Figure 1. Met3 routing (run 1).
The bar under the picture is 20 um long.
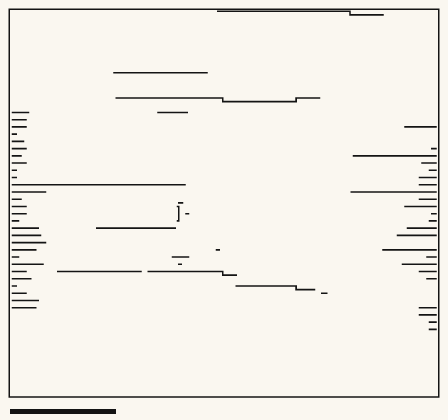
Figure 2. Cell density map (run 1).
The die is cut into 8 by 7 equal tiles; white is low, dark blue is high, 0 to 100% covered.
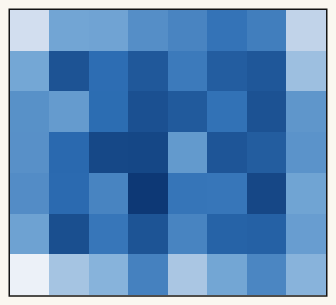
Figure 3. Placed cells, one colour a class (run 1).
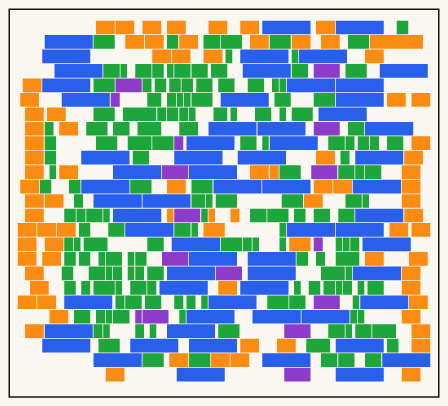
<file path="src/rtl/ieee_to_fp_11_9.sv">
// IEEE-754 binary32 to FloPoCo (wE=11, wF=9) converter, 2-stage valid/ready pipeline.
// Define IEEE_SUBNORM_EN to normalize subnormal inputs; otherwise they flush to zero.
module ieee_to_fp_11_9 #(
  parameter int WIDTH = 22
) (
  input  logic             clk,
  input  logic             rst,
  input  logic             in_valid,
  output logic             in_ready,
  input  logic [31:0]      in_data,
  output logic             out_valid,
  input  logic             out_ready,
  output logic [WIDTH:0]   out_data,
  output logic [15:0]      conv_count
);

  typedef enum logic [1:0] {
    EXC_ZERO   = 2'b00,
    EXC_NORMAL = 2'b01,
    EXC_INF    = 2'b10,
    EXC_NAN    = 2'b11
  } exc_e;

  logic        in_sign;
  logic [7:0]  in_exp;
  logic [22:0] in_frac;

  logic [22:0] norm_frac;
  logic [10:0] norm_exp;
  logic        round_up;
  logic [9:0]  rnd_frac;
  logic [10:0] rnd_exp;

  exc_e        cls_exc;
  logic        cls_sign;
  logic [10:0] cls_exp;
  logic [8:0]  cls_frac;
  logic [WIDTH:0] cls_word;

  logic           s1_valid_q, s1_valid_d;
  logic [WIDTH:0] s1_word_q,  s1_word_d;
  logic           out_valid_q, out_valid_d;
  logic [WIDTH:0] out_data_q,  out_data_d;
  logic [15:0]    conv_count_q, conv_count_d;

  assign in_sign = in_data[31];
  assign in_exp  = in_data[30:23];
  assign in_frac = in_data[22:0];

`ifdef IEEE_SUBNORM_EN
  logic       is_subnorm;
  logic [4:0] lz;

  // Leading-zero count over the 23-bit fraction; the highest set bit wins.
  function automatic logic [4:0] lzc23(input logic [22:0] v);
    logic [4:0] n;
    n = 5'd23;
    for (int unsigned i = 0; i < 23; i++) begin
      if (v[i]) n = 5'(22 - i);
    end
    return n;
  endfunction

  assign is_subnorm = (in_exp == '0) && (in_frac != '0);
  assign lz         = lzc23(in_frac);
`endif

  // Normalize: rebias the exponent and, for subnormals, shift past the leading one.
  always_comb begin
    norm_frac = in_frac;
    norm_exp  = {3'b000, in_exp} + 11'd896;
`ifdef IEEE_SUBNORM_EN
    if (is_subnorm) begin
      norm_frac = in_frac << (lz + 5'd1);
      norm_exp  = 11'd896 - {6'b000000, lz};
    end
`endif
  end

  // Round to nearest even at bit 14; a carry out bumps the exponent and leaves frac 0.
  always_comb begin
    round_up = norm_frac[13] && ((|norm_frac[12:0]) || norm_frac[14]);
    rnd_frac = {1'b0, norm_frac[22:14]} + {9'b0, round_up};
    rnd_exp  = norm_exp + {10'b0, rnd_frac[9]};
  end

  always_comb begin
    cls_exc  = EXC_ZERO;
    cls_sign = in_sign;
    cls_exp  = '0;
    cls_frac = '0;
    if (in_exp == 8'hFF) begin
      if (in_frac == '0) begin
        cls_exc = EXC_INF;
      end else begin
        cls_exc  = EXC_NAN;
        cls_sign = 1'b0;
      end
    end else if (in_exp != '0) begin
      cls_exc  = EXC_NORMAL;
      cls_exp  = rnd_exp;
      cls_frac = rnd_frac[8:0];
    end
`ifdef IEEE_SUBNORM_EN
    else if (is_subnorm) begin
      cls_exc  = EXC_NORMAL;
      cls_exp  = rnd_exp;
      cls_frac = rnd_frac[8:0];
    end
`endif
  end

  assign cls_word = {cls_exc, cls_sign, cls_exp, cls_frac};

  assign in_ready = !out_valid_q || out_ready;

  always_comb begin
    s1_valid_d   = s1_valid_q;
    s1_word_d    = s1_word_q;
    out_valid_d  = out_valid_q;
    out_data_d   = out_data_q;
    conv_count_d = conv_count_q;
    if (in_ready) begin
      s1_valid_d  = in_valid;
      out_valid_d = s1_valid_q;
      if (in_valid)   s1_word_d  = cls_word;
      if (s1_valid_q) out_data_d = s1_word_q;
    end
    if (out_valid_q && out_ready) conv_count_d = conv_count_q + 16'd1;
  end

  always_ff @(posedge clk or posedge rst) begin
    if (rst) begin
      s1_valid_q   <= 1'b0;
      s1_word_q    <= '0;
      out_valid_q  <= 1'b0;
      out_data_q   <= '0;
      conv_count_q <= '0;
    end else begin
      s1_valid_q   <= s1_valid_d;
      s1_word_q    <= s1_word_d;
      out_valid_q  <= out_valid_d;
      out_data_q   <= out_data_d;
      conv_count_q <= conv_count_d;
    end
  end

  assign out_valid  = out_valid_q;
  assign out_data   = out_data_q;
  assign conv_count = conv_count_q;

endmodule

</file>
<file path="config.mk">
export PLATFORM = sky130hd
export DESIGN_NAME = ieee_to_fp_11_9
export DESIGN_NICKNAME = d
export VERILOG_FILES = /design/src/rtl/ieee_to_fp_11_9.sv
export SDC_FILE = /design/constraint.sdc
export NUM_CORES = 1
export LEC_CHECK = 0
export CAP_MARGIN = 20
export CORE_ASPECT_RATIO = 0.9
export CORE_MARGIN = 1
export CORE_UTILIZATION = 52
export DETAILED_ROUTE_END_ITERATION = 10
export GPL_TIMING_DRIVEN = 0
export PLACE_DENSITY = 0.82
export SLEW_MARGIN = 20
export SYNTH_ARGS = -nofsm -noshare
export SYNTH_HDL_FRONTEND = slang
export SYNTH_SLANG_ARGS = --single-unit
</file>
<file path="constraint.sdc">
create_clock -name clk -period 4.4 [get_ports clk]
set_clock_uncertainty 0.15 [all_clocks]
set_input_delay 1.32 -clock clk [delete_from_list [all_inputs] [get_ports clk]]
set_output_delay 1.32 -clock clk [all_outputs]
set_load 0.005 [all_outputs]
</file>
==> flow_metrics.tcl, run 1 <==
# place-and-route summary
set metrics [dict create \
    period_needed_ps 4110 \
    antenna_left 0 \
    fp.dieW_um 80.5 \
    drive_above_1_share_pct 18.5 \
    min-delay-start "s1_word_q[16]" \
    start_kind "primary input" \
    pwr-share-clk_pct 25.9 \
    routed_via_density 5.37 \
    fp_util_pct 54.6 \
    hold_viol_final 0 \
    ys_sh_aoi_pct 7.38 \
    openroad.warnings 26 \
    ys_sh_simple_pct 14.9 \
    reg2reg_depth 5 \
    hpwl_um 4390 \
    reg2reg_to "conv_count[14]" \
    lay_top_count "clkdlybuf4s50_1" \
    numCtsBuffers 9 \
    critPathLaunch "out_ready" \
    drt_iter0_drc 99 \
    clockBufferDepth 2 \
    fmax_ghz 0.243 \
    hold_class "reg2reg" \
    critPathCapture "in_ready" \
    yosys_area_mm2 0.00288 \
    final_cells 403 \
    groute.usage.overall_pct 22.6 \
    syn_inst 243 \
    status "complete, no violations" \
    r2r_setup_slack_ps 2630 \
    seq_power_w 0.000826 \
    power.density_mw_per_mm2 453 \
    cts_num_sinks 64 \
    power_frac_seq_pct 46.3 \
    dp_worst_setup_slack_ps 305 \
    cellLeakagePower_nw 1.71 \
    cp.arrival_ps 2640 \
    worst_slack_ps 289 \
    ir_drop_mv 0.304 \
    syn_avg_cell_area_um2 11.9 \
    cp_slowest_cell "clkdlybuf4s50_1" \
    htreeDepth 3 \
    slew_violations 0 \
    clk-power_w 0.000463 \
    cts_tree "done" \
    met2_usage_pct 34.3 \
    dpl-instance-area_mm2 0.00376 \
    synthAdderAreaFrac_pct 1.74 \
    edf_count 0 \
]
About Figure 1:
main direction: horizontal
nets with wire on the layer: 59
WL final: 5930 um
M3 GR Usage: 7.00%
via count: 2,166

About Figure 2:
densest ninth of the die: centre
mean over tiles: 66%
fullest tile: 97%
tiles over 75% full: 38%

About Figure 3:
[all other logic] green | cells: 173
[other buffers and delay cells] orange | cells: 83
[clock drivers and dummy loads] purple | cells: 16
[flip-flops] blue | cells: 64
Final Cell Area: 0.00394 mm2
Core Util, Final: 74.6%
core box area: 0.00529 mm2
sequential share of cell area: 40.6%
Rows: 25

run 1: layout make-up:
type	instances	area [um2]	share of cell area (%)
well taps	67	83.8	2.13
clock inverters	3	15.0	0.381
plain buffers	6	40.0	1.02
flip-flops and latches	64	1600	40.6
inverters	6	25.0	0.635
repair buffers	77	788	20.0
clock buffers	13	169	4.28
multi-input cells	167	1220	30.9
run 1: cell usage after synthesis, types with 3 or more instances:
library cell  instances  area (um2)
a22o_1                5        43.8
and3_1                3        18.8
dfrtp_1              64        1600
ha_1                  4        50.1
inv_1                 6        22.5
mux2_2               25         282
nand2_1              28         105
nand3_1              13        65.1
nand4_1               8        50.1
nor2_1                9        33.8
nor3_1                3        15.0
nor4_1                6        37.5
o21ai_0               8        40.0
o21ai_2               9        78.8
xnor2_1              16         140
xor2_1               12         105
==> run 1 -> run 2 <==
- SLEW_MARGIN: 20 -> not set
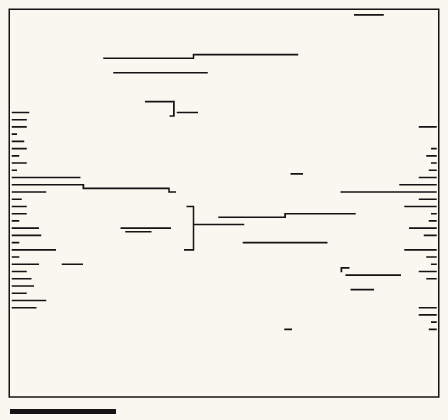
Figure 4: run 2, met3 routing.
The bar under the picture is 20 um long.
wire length on this layer: 370 um
longest straight run: 19.5 um
M3 GR Usage: 6.63%
via count: 2,163
WL final: 5870 um

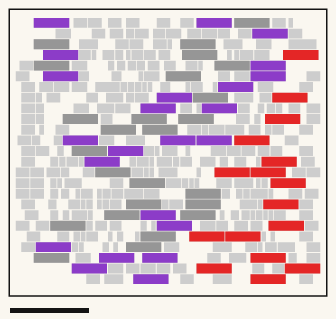
Figure 5: run 2, where the registers sit.
The bar under the picture is 20 um long. Other sequential cells in the stronger grey, the rest of the logic in the fainter grey.
[`out_data`] purple | sequential cells: 23 | where: spread over the die
[`conv_count`] red | sequential cells: 16
Seq. pwr: 0.000823 W
sequential share of cell area: 40.8%
Core Util, Final: 74.2%
register area: 0.00160 mm2

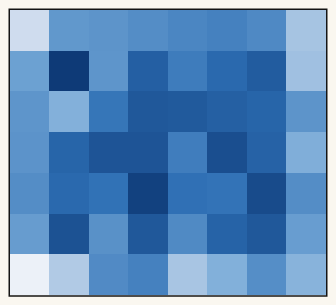
Figure 6: run 2, cell density map.
The die is cut into 8 by 7 equal tiles; white is low, dark blue is high, 0 to 100% covered.
mean over tiles: 66%
densest ninth of the die: centre
tiles over 75% full: 36%

==> flow_metrics.tcl, run 2 <==
# place-and-route summary
set metrics [dict create \
    status "complete, no violations" \
    clk_share_pct 4.40 \
    comb_area_share_pct 31.1 \
    yosysTopAreaCell "dfrtp_1" \
    synthAdderAreaFrac_pct 1.74 \
    edf_count 0 \
    syn_inst 243 \
    slew_violations 0 \
    largest_cell_class "registers" \
    ys_sh_aoi_pct 7.38 \
    top_cells_by_area "dfrtp_1, mux2_2, xnor2_1" \
    cp.arrival_ps 2660 \
    start_kind "primary input" \
    rows 25 \
    fp_util_pct 54.6 \
    fmax_ghz 0.242 \
    drt_iter0_drc 86 \
    most_common_cell "dfrtp_1" \
    dp_worst_setup_slack_ps 305 \
    htreeDepth 3 \
    antenna_left 0 \
    cts_tree "done" \
    inverters 6 \
    yosys_area_mm2 0.00288 \
    final-nonclk-buf-share_pct 20.9 \
    top_cell_area_share_pct 55.5 \
    numCtsBuffers 9 \
    clk-power_w 0.000439 \
    comb_cells 167 \
    n_all_buffers 83 \
]
## run 2: final timing paths
path,slack (ps),end,start,cells after the start
worst max register to register,2620,s1_word_q[17],out_valid,5
worst min register to register,330,s1_word_q[19],s1_word_q[19],2
max in group asynchronous,2370,out_data[10],rst,3
worst min-delay path,330,s1_word_q[19],s1_word_q[19],2
worst max-delay path,270,in_ready,out_ready,4
min in group asynchronous,1150,out_data[14],rst,2
## run 2: logic make-up after synthesis
| family | count (synthesis) |
|---|---|
| xor gates and xnor gates | 28 |
| buffers and inverters | 12 |
| DFF | 64 |
| and+or+nand+nor | 82 |
| adders and majority gates | 4 |
| muxes | 25 |
| AOI/OAI and AO/OA | 28 |
## run 2: critical path: cells and delay by family
family | cells | cell delay (ps)
buffers and inverters | 3 | 1180
AND/OR/NAND/NOR | 1 | 150
==> run 2 -> run 3 <==
- CORE_MARGIN: 1 -> 4
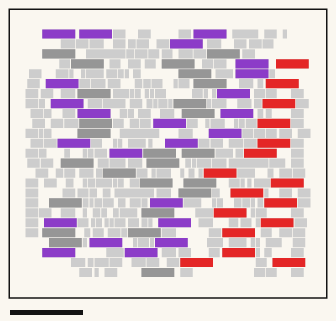
Figure 7: run 3, where the registers sit.
The bar under the picture is 20 um long. Other sequential cells in the stronger grey, the rest of the logic in the fainter grey.
[`out_data`] purple | sequential cells: 23
[`conv_count`] red | sequential cells: 16
not coloured: 25
sequential share of cell area: 39.9%
Core Util, Final: 75.6%
Seq. pwr: 0.000824 W

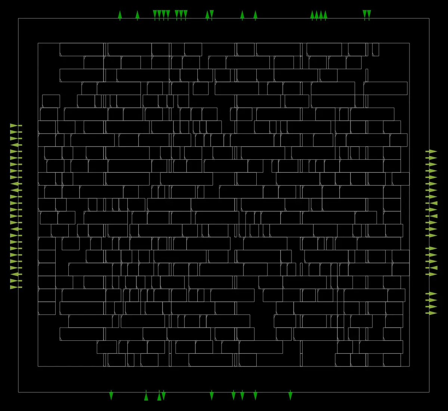
Figure 8: run 3, cell outlines without signal wires.
Seq cells: 64
core box area: 0.00532 mm2

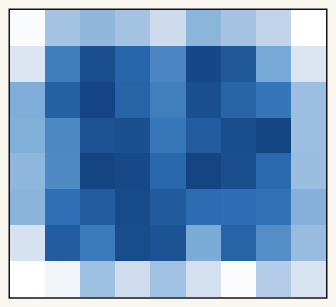
Figure 9: run 3, cell density map.
The die is cut into 9 by 8 equal tiles; white is low, dark blue is high, 0 to 100% covered.
fullest tile: 92%
mean over tiles: 58%
nearly empty tiles: 4.2%
tiles over 75% full: 39%

==> flow_metrics.tcl, run 3 <==
# place-and-route summary
set metrics [dict create \
    yosys_area_mm2 0.00288 \
    timing.rr.start "conv_count[0]" \
    top_cell_area_share_pct 55.5 \
    openroad.warnings 26 \
    post_cts_buffers 0 \
    hold_depth 2 \
    reg2reg_to "conv_count[14]" \
    cp.arrival_ps 2630 \
    whs_endpoint "out_valid" \
    critPathBufInv 3 \
    die_y_um 78.7 \
    status "complete, no violations" \
    drt-total-wl_um 6490 \
    most_common_cell "dfrtp_1" \
    htreeDepth 3 \
    r2r_setup_slack_ps 2650 \
    slew_violations 0 \
    edf_count 0 \
    fp_util_pct 54.2 \
    critPathCapture "in_ready" \
    ys_sh_aoi_pct 7.38 \
    antenna_left 0 \
    synthAdderAreaFrac_pct 1.74 \
    crit_cells 4 \
    top_cells_by_area "dfrtp_1, mux2_2, xnor2_1" \
    dp_worst_setup_slack_ps 298 \
    rows 25 \
    fmax_ghz 0.244 \
    final_cells 403 \
    drt_iter0_drc 87 \
    crit_family "buffers and inverters" \
    cts_tree "done" \
    start_kind "primary input" \
    syn_inst 243 \
    min-delay-start "s1_valid_q" \
    vias 2174 \
    clk-power_w 0.000672 \
]
==> run 3: cell counts after synthesis <==
Identical to the previous run, type by type.
==> run 3: area by class of cell <==
class,count,area [um2]
inverters,6,22.5
flip-flops and latches,64,1600
clock inverters,5,128
fillers,371,1300
well taps,67,83.8
clock buffers,11,141
repair buffers,77,781
plain buffers,6,40.0
multi-input cells,167,1220
==> run 3: metal layers <==
metal | part of all wire (%) | global-route usage, %
met5 | 0 | 0
met1 | 42 | 25.7
met3 | 7.2 | 6.72
met2 | 49 | 34.0
met4 | 1.6 | 7.94
==> run 3: tightest hold or removal path: stages, from the launching register on <==
cell and delay [ps]:
dfrtp_1 350, inv_1 50, nand2_1 50
Power is estimated from default activity; no workload was simulated.
